**config.mk**
```make
export PLATFORM = sky130hd
export DESIGN_NAME = branch_predict_unit
export DESIGN_NICKNAME = d
export VERILOG_FILES = /design/src/rtl/branch_predict_unit.sv
export SDC_FILE = /design/constraint.sdc
export NUM_CORES = 2
export LEC_CHECK = 0
export ABC_AREA = 1
export CAP_MARGIN = 20
export CORE_MARGIN = 4
export CORE_UTILIZATION = 25
export DETAILED_ROUTE_END_ITERATION = 10
export SLEW_MARGIN = 20
export SYNTH_ARGS = -nofsm -noshare
export SYNTH_HDL_FRONTEND = slang
export SYNTH_SLANG_ARGS = --single-unit
```
**constraint.sdc**
```tcl
create_clock -name i_clk -period 80.7 [get_ports i_clk]
set_clock_uncertainty 0.15 [all_clocks]
set_input_delay 16.14 -clock i_clk [delete_from_list [all_inputs] [get_ports i_clk]]
set_output_delay 16.14 -clock i_clk [all_outputs]
set_load 0.03 [all_outputs]
```
**src/rtl/branch_predict_unit.sv**
```systemverilog
// Direct-mapped BTB with 2-bit saturating counters plus the decode-stage
// branch resolution path: zero-latency fetch lookup, registered flush/redirect.
module branch_predict_unit #(
    parameter int PC_WIDTH  = 32,
    parameter int IDX_BITS  = 4,
    parameter int CNT_WIDTH = 16
) (
    input  logic                 i_clk,
    input  logic                 i_rst,
    input  logic                 i_f_valid,
    input  logic [PC_WIDTH-1:0]  i_f_pc,
    output logic                 o_f_hit,
    output logic                 o_f_taken,
    output logic [PC_WIDTH-1:0]  o_f_target,
    input  logic                 i_r_valid,
    input  logic [PC_WIDTH-1:0]  i_r_pc,
    input  logic                 i_r_taken,
    input  logic [PC_WIDTH-1:0]  i_r_target,
    input  logic                 i_r_pred_taken,
    input  logic [PC_WIDTH-1:0]  i_r_pred_target,
    output logic                 o_flush,
    output logic [PC_WIDTH-1:0]  o_redirect_pc,
    output logic [CNT_WIDTH-1:0] o_branch_cnt,
    output logic [CNT_WIDTH-1:0] o_mispred_cnt
);
    localparam int ENTRIES = 2 ** IDX_BITS;
    localparam int TAG_W   = PC_WIDTH - IDX_BITS - 2;

    typedef struct packed {
        logic                valid;
        logic [TAG_W-1:0]    tag;
        logic [1:0]          ctr;
        logic [PC_WIDTH-1:0] target;
    } btb_entry_t;

    btb_entry_t btb [ENTRIES];

    logic [IDX_BITS-1:0] f_idx, r_idx;
    logic [TAG_W-1:0]    f_tag, r_tag;
    btb_entry_t          f_ent, r_ent;
    logic                r_hit, mispred;
    logic                unused_pc_bits;

    assign f_idx = i_f_pc[IDX_BITS+1:2];
    assign f_tag = i_f_pc[PC_WIDTH-1:IDX_BITS+2];
    assign r_idx = i_r_pc[IDX_BITS+1:2];
    assign r_tag = i_r_pc[PC_WIDTH-1:IDX_BITS+2];
    assign unused_pc_bits = ^{i_f_pc[1:0], i_r_pc[1:0]};

    assign f_ent      = btb[f_idx];
    assign o_f_hit    = i_f_valid & f_ent.valid & (f_ent.tag == f_tag);
    assign o_f_taken  = o_f_hit & f_ent.ctr[1];
    assign o_f_target = o_f_taken ? f_ent.target : '0;

    assign r_ent   = btb[r_idx];
    assign r_hit   = r_ent.valid & (r_ent.tag == r_tag);
    assign mispred = (i_r_taken != i_r_pred_taken) |
                     (i_r_taken & i_r_pred_taken & (i_r_target != i_r_pred_target));

    // Table update; lookup sees the new entry only from the next cycle.
    always_ff @(posedge i_clk or posedge i_rst) begin
        if (i_rst) begin
            for (int i = 0; i < ENTRIES; i++) btb[i] <= '0;
        end else if (i_r_valid) begin
            if (r_hit) begin
                if (i_r_taken) begin
                    if (r_ent.ctr != 2'b11) btb[r_idx].ctr <= r_ent.ctr + 2'd1;
                    btb[r_idx].target <= i_r_target;
                end else if (r_ent.ctr != 2'b00) begin
                    btb[r_idx].ctr <= r_ent.ctr - 2'd1;
                end
            end else if (i_r_taken) begin
                btb[r_idx].valid  <= 1'b1;
                btb[r_idx].tag    <= r_tag;
                btb[r_idx].ctr    <= 2'b10;
                btb[r_idx].target <= i_r_target;
            end
        end
    end

    always_ff @(posedge i_clk or posedge i_rst) begin
        if (i_rst) begin
            o_flush       <= 1'b0;
            o_redirect_pc <= '0;
            o_branch_cnt  <= '0;
            o_mispred_cnt <= '0;
        end else begin
            o_flush <= i_r_valid & mispred;
            if (i_r_valid) begin
                if (mispred)
                    o_redirect_pc <= i_r_taken ? i_r_target : i_r_pc + PC_WIDTH'(4);
                if (o_branch_cnt != '1)
                    o_branch_cnt <= o_branch_cnt + CNT_WIDTH'(1);
                if (mispred && o_mispred_cnt != '1)
                    o_mispred_cnt <= o_mispred_cnt + CNT_WIDTH'(1);
            end
        end
    end

endmodule

```
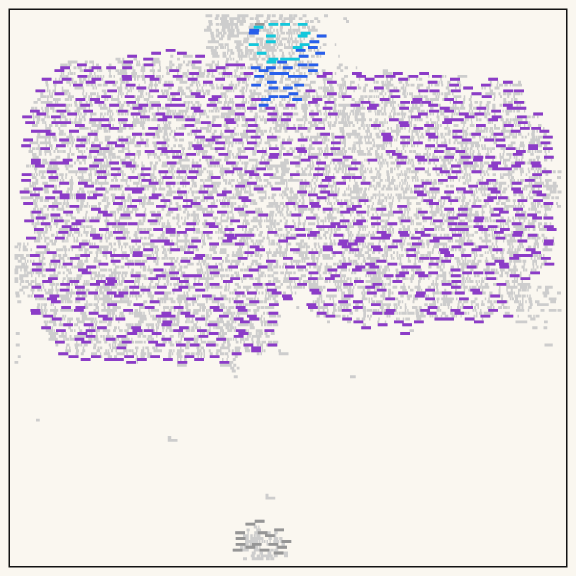
(sequential cells colored by netlist name)
Other sequential cells in the stronger gray, the rest of the logic in the fainter gray.
name in the netlist	color	placed flops
`btb`	purple	976
`o_mispred_cnt`	cyan	16
`o_redirect_pc`	blue	32

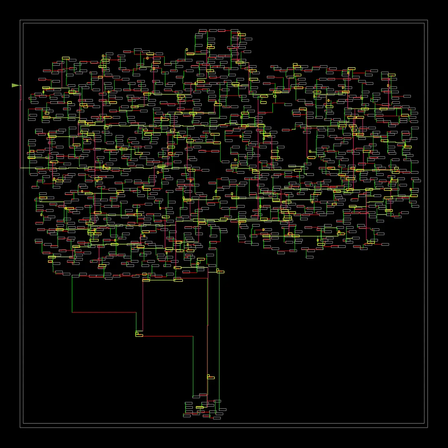
(the clock network)
CTS buffer count: 131
count of clock buffers in the final design: 188

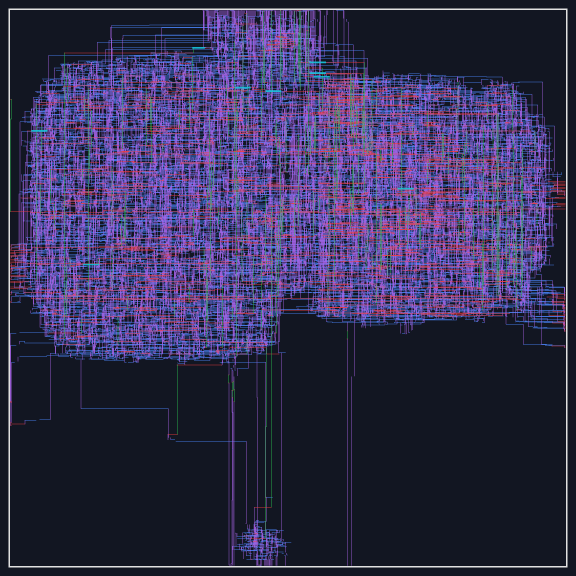
(metal layers overlaid)
layer	color	wire length
metal 4	green	9250 um
metal 5	cyan	119 um
metal 2	purple	114 mm
metal 1	blue	111 mm
metal 3	red	21.9 mm

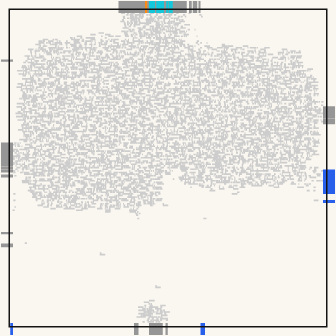
(pin placement)
Pins as bars across the die edge, other pins in gray.
port	color	pins	direction	edge
`i_f_pc`	blue	32	input	28 right, 4 bottom
`i_r_valid`	orange	1	input	top
`o_mispred_cnt`	cyan	16	output	top
all pins by edge	123 top, 47 right, 38 left, 25 bottom

-- placed cells by master, fill, tap and decap left out, types with 35 or more instances in the layout --
master,netlist,routed
nand2_1,3213,3212
o21ai_0,1258,1254
inv_1,1121,1117
dfrtp_1,1041,1041
o211ai_1,585,585
a21oi_1,470,470
nand3_1,457,456
nor2_1,261,236
clkdlybuf4s50_1,0,222
buf_4,14,136
clkbuf_16,0,132
mux2i_1,88,88
nand4_1,51,51
a221oi_1,45,45
xnor2_1,44,44
o21ai_1,35,39
clkbuf_1,512,36
a32o_1,35,35
-- sequential cells by signal, summed over array words and instances, names as in the netlist --
| name | flops |
|---|---|
| btb | 976 |
| o_redirect_pc | 32 |
| o_branch_cnt | 16 |
| o_mispred_cnt | 16 |
| o_flush | 1 |
-- metrics by stage --
step | hold slack [ns] | utilization, % | instances | power [mW] | instance area (sq um)
3_3_place_gp | 0.303 | 26.8 | 12800 | 1.11 | 71000
4_1_cts | 0.319 | 28.4 | 13100 | 1.72 | 75300
5_1_grt | 0.337 | 28.4 | 13100 | 1.82 | 75300
6_report | 0.318 | 28.4 | 13100 | 1.71 | 75300
3_5_place_dp | 0.305 | 26.8 | 12800 | 1.12 | 71000
2_1_floorplan | 0.281 | - | 9780 | 0.991 | 66500
-- power by group through the flow --
stage | clock [mW] | sequential [mW] | combinational, mW
3_5_place_dp | 0 | 0.708 | 0.408
4_1_cts | 0.613 | 0.700 | 0.409
3_3_place_gp | 0 | 0.706 | 0.401
6_report | 0.600 | 0.701 | 0.411
2_1_floorplan | 0 | 0.708 | 0.283
5_1_grt | 0.634 | 0.716 | 0.468
-- kinds of logic after synthesis --
family                   Yosys count  synth area share, %
AND-OR/OR-AND                   2510                 21.9
adder cells (fa/ha/maj)           10                0.188
AND/OR/NAND/NOR                 4067                 24.3
XOR/XNOR                          76                 1.00
buffers and inverters           1988                 12.1
flip-flops                      1041                 39.2
multiplexers                      88                 1.33
-- layout make-up --
class	instances	area [sq um]	area share, %
antenna	6	15.0	0.0199
clock buffer	188	3710	4.93
clock inverter	41	582	0.773
inverter	1140	4320	5.73
sequential	1041	26100	34.6
multi-input combinational	6751	32700	43.4
timing repair buffer	375	3540	4.70
tap	3533	4420	5.87
-- per-layer routing --
layer  global-route usage, %  up-vias  part of all wire, %
met5                       0        -                0.046
met4                    5.95       18                  3.6
met3                    3.29      456                  8.6
met2                    28.5     2737                   44
met1                    25.0    30900                   43
li1                        -    31100                    -
-- worst max path at each step --
stage,startpoint,endpoint,slack [ns],cells past startpoint
after floorplan,i_rst,btb[0],35.11,1
after global placement,i_f_pc[4],o_f_target[26],43.58,13
after detailed placement,i_f_pc[4],o_f_target[26],43.60,13
after CTS,i_f_pc[4],o_f_target[26],43.57,13
after global routing,i_f_pc[4],o_f_target[26],43.34,16
final,i_f_pc[4],o_f_target[26],43.48,13
-- critical path, delay by kind of cell --
family	cells	cell delay [ns]
buffers and inverters	5	2.97
AOI/OAI and AO/OA	1	0.44
xor gates and xnor gates	1	0.32
and+or+nand+nor	6	0.89
==> impl_metrics.tcl <==
# implementation run metrics
set metrics [dict create \
    yosys_warnings 0 \
    tritoncts "yes" \
    max_freq_mhz 26.9 \
    class_of_the_most_critical_hold_timing_path "reg -> reg" \
    synth_async_sr_flop_share_pct 100 \
    post-synth-top-count-cell "nand2_1" \
    wl_per_cell_um 19.6 \
    end_kind "output pin" \
    ant_nets 0 \
    power.leakage_nw 36.7 \
    setup_viol 0 \
    drt_first_iter_violations 7372 \
    power_density_nw_per_um2 22.7 \
    grt_pass1_vias 60100 \
    synth.distinct_cells 48 \
    cpMaxStageDelayCell "buf_4" \
    routed_wirelength_um 256000 \
    cp_data_required_time_ns 64.41 \
    relSlewSlack_pct 0.229 \
    globalRouteOverflowTotal 0 \
    post_cts.repair.setup_buffers 0 \
    whs_path_depth 2 \
    net-switching-power_uw 597 \
    postSynthNetCount 9924 \
    area_share_top_type_pct 39.2 \
    yosysChipArea_sq_um 66500 \
    critPathKind "in -> out" \
    min_period_over_period_pct 46.1 \
    p_sw_share_pct 34.9 \
    avgViaCountPerCell 4.99 \
    max_slew.worst_pin.slew_ns 1.50 \
    place.gp.congestion 0.894 \
    fillCellCount 28900 \
    result_of_the_run "completed" \
    num-nets-final 9584 \
]
Power is estimated from default activity; no workload was simulated.
